### config.mk
export PLATFORM = sky130hd
export DESIGN_NAME = cv_pattern_sched
export DESIGN_NICKNAME = d
export VERILOG_FILES = /design/src/rtl/cv_pattern_sched.sv
export SDC_FILE = /design/constraint.sdc
export NUM_CORES = 1
export LEC_CHECK = 0
export ABC_AREA = 1
export CAP_MARGIN = 20
export CORE_UTILIZATION = 46
export DETAILED_ROUTE_END_ITERATION = 12
export PLACE_DENSITY = 0.74
export SLEW_MARGIN = 25
export SYNTH_ARGS = -nofsm -noshare
export SYNTH_HDL_FRONTEND = slang
export SYNTH_SLANG_ARGS = --single-unit
### constraint.sdc
create_clock -name clk -period 3.86 [get_ports clk]
set_input_delay 0.386 -clock clk [delete_from_list [all_inputs] [get_ports clk]]
set_output_delay 0.386 -clock clk [all_outputs]
set_load 0.02 [all_outputs]
### src/rtl/cv_pattern_sched.sv
// rtl/cv_pattern_sched.sv - frame-synchronous pattern generator scheduler and lum mux
// Optional one-frame blanking between patterns: define CV_SCHED_BLANK_EN
module cv_pattern_sched #(
   parameter int  NUM_PATTERNS       = 4,
   parameter int  FRAMES_PER_PATTERN = 50,
   localparam int IDX_NOB            = $clog2(NUM_PATTERNS)
) (
   input  logic                      clk,
   input  logic                      reset,
   input  logic                      en,
   input  logic                      clk_en_pixel,
   input  logic                      frame_start,
   input  logic                      auto_en,
   input  logic [2*NUM_PATTERNS-1:0] lum_in,
   input  logic                      sel_req,
   input  logic [IDX_NOB-1:0]        sel_idx,
   output logic                      sel_busy,
   output logic                      sel_ack,
   output logic                      sel_err,
   output logic [NUM_PATTERNS-1:0]   gen_en,
   output logic [IDX_NOB-1:0]        pat_idx,
   output logic [1:0]                lum
);

   typedef enum logic [1:0] {S_IDLE, S_ARM, S_RUN, S_BLANK} state_t;

   localparam int                 CNT_W    = $clog2(FRAMES_PER_PATTERN) + 1;
   localparam logic [CNT_W-1:0]   CNT_LAST = CNT_W'(FRAMES_PER_PATTERN - 1);
   localparam logic [IDX_NOB-1:0] IDX_LAST = IDX_NOB'(NUM_PATTERNS - 1);

   state_t             state;
   logic [CNT_W-1:0]   frame_cnt;
   logic [IDX_NOB-1:0] req_idx;
   logic [IDX_NOB-1:0] auto_idx;
   logic [IDX_NOB-1:0] nxt_idx;
   logic [IDX_NOB:0]   lum_base;
   logic [31:0]        sel_idx_ext;
   logic               idx_ok;
   logic               cnt_last;
   logic               do_switch;

   function automatic logic [NUM_PATTERNS-1:0] onehot(input logic [IDX_NOB-1:0] i);
      onehot    = '0;
      onehot[i] = 1'b1;
   endfunction

   assign auto_idx    = (pat_idx == IDX_LAST) ? '0 : pat_idx + 1'b1;
   assign sel_idx_ext = 32'(sel_idx);
   assign idx_ok      = sel_idx_ext < 32'(NUM_PATTERNS);
   assign cnt_last    = (frame_cnt == CNT_LAST);
   assign lum_base    = {pat_idx, 1'b0};

   // A pending manual request takes priority over an auto switch due on the same frame.
   always_comb begin
      do_switch = 1'b0;
      nxt_idx   = pat_idx;
      if (frame_start && sel_busy) begin
         do_switch = 1'b1;
         nxt_idx   = req_idx;
      end else if (frame_start && auto_en && cnt_last) begin
         do_switch = 1'b1;
         nxt_idx   = auto_idx;
      end
   end

   always_ff @(posedge clk or posedge reset) begin
      if (reset) begin
         state     <= S_IDLE;
         pat_idx   <= '0;
         gen_en    <= '0;
         lum       <= '0;
         sel_busy  <= 1'b0;
         sel_ack   <= 1'b0;
         sel_err   <= 1'b0;
         frame_cnt <= '0;
         req_idx   <= '0;
      end else begin
         sel_ack <= 1'b0;
         sel_err <= 1'b0;
         if (!en) begin
            state     <= S_IDLE;
            gen_en    <= '0;
            lum       <= '0;
            sel_busy  <= 1'b0;
            frame_cnt <= '0;
         end else begin
            if (state != S_IDLE && sel_req && !sel_busy) begin
               if (idx_ok) begin
                  sel_busy <= 1'b1;
                  req_idx  <= sel_idx;
               end else begin
                  sel_err <= 1'b1;
               end
            end
            if (clk_en_pixel)
               lum <= (state == S_RUN) ? lum_in[lum_base +: 2] : 2'b00;
            case (state)
               S_IDLE: state <= S_ARM;
               S_ARM: if (frame_start) begin
                  state     <= S_RUN;
                  frame_cnt <= '0;
                  if (sel_busy) begin
                     pat_idx  <= req_idx;
                     gen_en   <= onehot(req_idx);
                     sel_ack  <= 1'b1;
                     sel_busy <= 1'b0;
                  end else begin
                     gen_en <= onehot(pat_idx);
                  end
               end
               S_RUN: if (frame_start) begin
                  if (do_switch) begin
                     pat_idx   <= nxt_idx;
                     frame_cnt <= '0;
                     sel_ack   <= sel_busy;
                     if (sel_busy) sel_busy <= 1'b0;
`ifdef CV_SCHED_BLANK_EN
                     state  <= S_BLANK;
                     gen_en <= '0;
                     lum    <= '0;
`else
                     gen_en <= onehot(nxt_idx);
`endif
                  end else if (!cnt_last) begin
                     frame_cnt <= frame_cnt + 1'b1;
                  end
               end
`ifdef CV_SCHED_BLANK_EN
               // A request captured while blanked restarts the blank with the new index.
               S_BLANK: if (frame_start) begin
                  frame_cnt <= '0;
                  if (sel_busy) begin
                     pat_idx  <= req_idx;
                     sel_ack  <= 1'b1;
                     sel_busy <= 1'b0;
                  end else begin
                     state  <= S_RUN;
                     gen_en <= onehot(pat_idx);
                  end
               end
`endif
               default: state <= S_IDLE;
            endcase
         end
      end
   end

endmodule

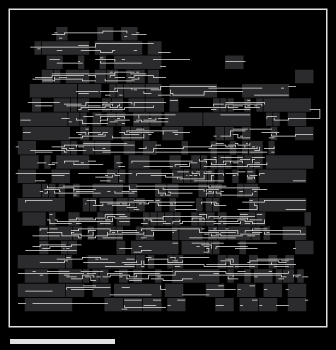
*Met1 routing*
Scale bar: 20 um. Cells faint in the background.
wire length on this layer = 1,600 um
nets with wire on the layer = 219
longest straight run = 17.5 um
main direction = horizontal
GR Layer Usage met1: 30.2%
final WL: 3320 um

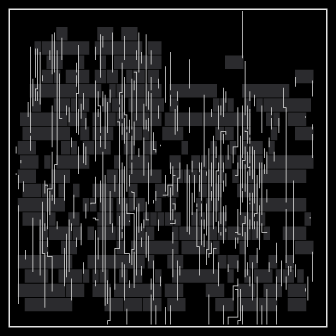
*M2 wires*
Cells faint in the background.
longest straight run = 24.8 um
wire length on this layer = 1,530 um
share of all routed wire = 46%
main direction = vertical

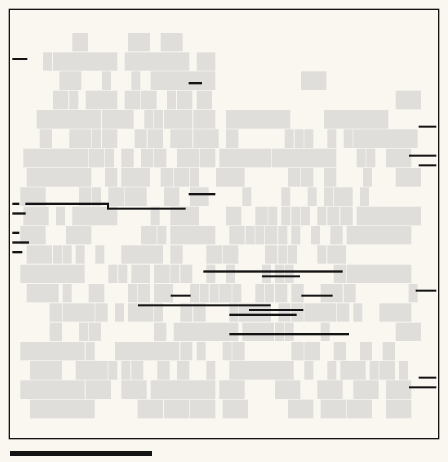
*Met3 routing*
Scale bar: 20 um. Cells faint in the background.
share of all routed wire = 4.1%
main direction = horizontal
wire length on this layer = 135 um
longest straight run = 19.3 um
nets with wire on the layer = 20
Vias: 1,403
GRT met3 Usage: 1.95%

==> Changelog: implementation <==
### Physical design

* CP startpoint: state[0]$_DFFE_PP0P_
* Final ANT Viol Nets at 0
* Pre-CTS setup slack at 1.78 ns
* Dpl cell area at 1860 sq um
* Share of flip-flops with an asynchronous set or reset at 100%
* Final core utilization at 60.3%
* Total inserted antenna cells at 0
* Hold Vio Cnt, Final at 0
* Hpwl dp at 2600 um
* Status: finished clean
* Power Internal at roughly 0.51 mW
* Biggest register: frame_cnt
* Max_slew headroom at a little under half
* Reg2reg start: state[0]$_DFFE_PP0P_
* Cycle use final at 51.7%
* Tool warnings at 33
* Class of the worst hold path: in -> async
* Top cells, area: dfrtp_1 (34%), nand2_1 (9.4%), ha_1 (8.0%), nand3_1 (6.1%), inv_1 (5.3%)
* Vias per cell at roughly 5.2
* Main flop type after synthesis: dfrtp_1
* TritonCTS clock tree: built
* Fin crit period at approximately 2 ns
* Clk buf depth at 2
* Worst-Skew Late Latency at between 0.3 and 0.4 ns
* Design Area, Final at 1890 sq um
* Maxcap violations at 0
* Gate power share at 53.9%
* Dominant cell area share at about a third
* RR Endpoint: frame_cnt[5]$_DFFE_PP0P_
* RSZ-0062 raised after global routing: false
* Synth Instances at 201
* Nets at around 260
* Most frequent cell after synthesis: nand2_1
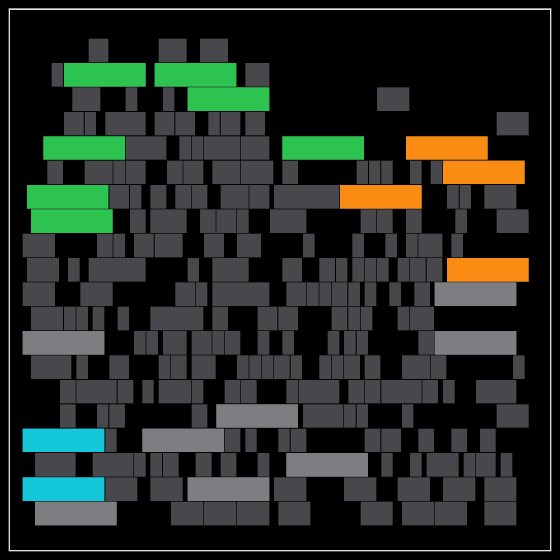
*Register map, names as in the netlist*
Other sequential cells in the stronger grey, the rest of the logic in the fainter grey.
gen_en -> orange  # sequential cells 4
state -> cyan  # sequential cells 2
frame_cnt -> green  # sequential cells 7, where north-west

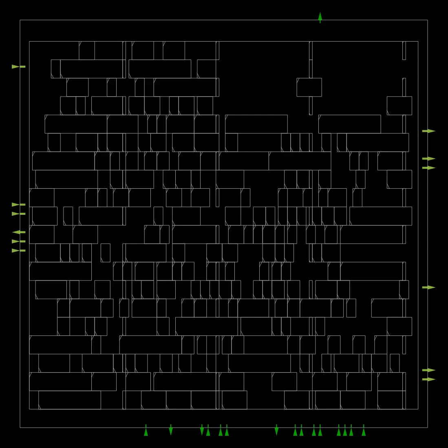
*Cell placement*
flop count: 21
final cell count without fillers: 272

-- cells in the final DEF, fill, tap and decap left out --
cell / Yosys / layout
nand4_1: 6 / 6
a22oi_1: 2 / 2
o311ai_0: 1 / 1
clkinv_2: 0 / 1
clkbuf_4: 0 / 3
inv_4: 1 / 1
nand2_1: 39 / 39
o21ai_4: 1 / 1
or2_2: 2 / 2
conb_1: 1 / 1
a211oi_1: 1 / 1
inv_1: 22 / 22
nor4_1: 1 / 1
nand2_8: 1 / 1
ha_1: 10 / 10
nor2_4: 2 / 2
o21ai_1: 1 / 1
nand3_1: 19 / 19
o22ai_1: 2 / 2
nand2_2: 8 / 8
nor3_1: 3 / 3
clkdlybuf4s50_1: 0 / 26
o21ai_0: 12 / 12
inv_2: 3 / 3
a31oi_1: 1 / 1
o211a_1: 1 / 1
nor3_2: 1 / 1
o21ai_2: 5 / 5
xor2_1: 2 / 2
nand2_4: 2 / 2
nor2_1: 14 / 14
dfrtp_1: 21 / 21
nand3_4: 2 / 2
xnor2_1: 1 / 1
a21oi_1: 9 / 9
or2_0: 1 / 1
-- metal layers --
| metal | part of all wire, % | GRT usage, % |
|---|---|---|
| met3 | 4.0 | 1.95 |
| met1 | 48 | 30.2 |
| met5 | 0 | 0 |
| met2 | 46 | 32.0 |
| met4 | 1.5 | 7.97 |
-- area by class of cell --
cell class / instances / area, sq um / share of cell area, %
Multi-Input combinational cell: 151 / 917 / 48.6
Sequential cell: 21 / 526 / 27.9
Clock buffer: 3 / 22.5 / 1.19
Tap cell: 44 / 55.1 / 2.92
Clock inverter: 1 / 5.00 / 0.265
Timing Repair Buffer: 26 / 260 / 13.8
Inverter: 26 / 100 / 5.31
Power and IR drop assume default switching activity.
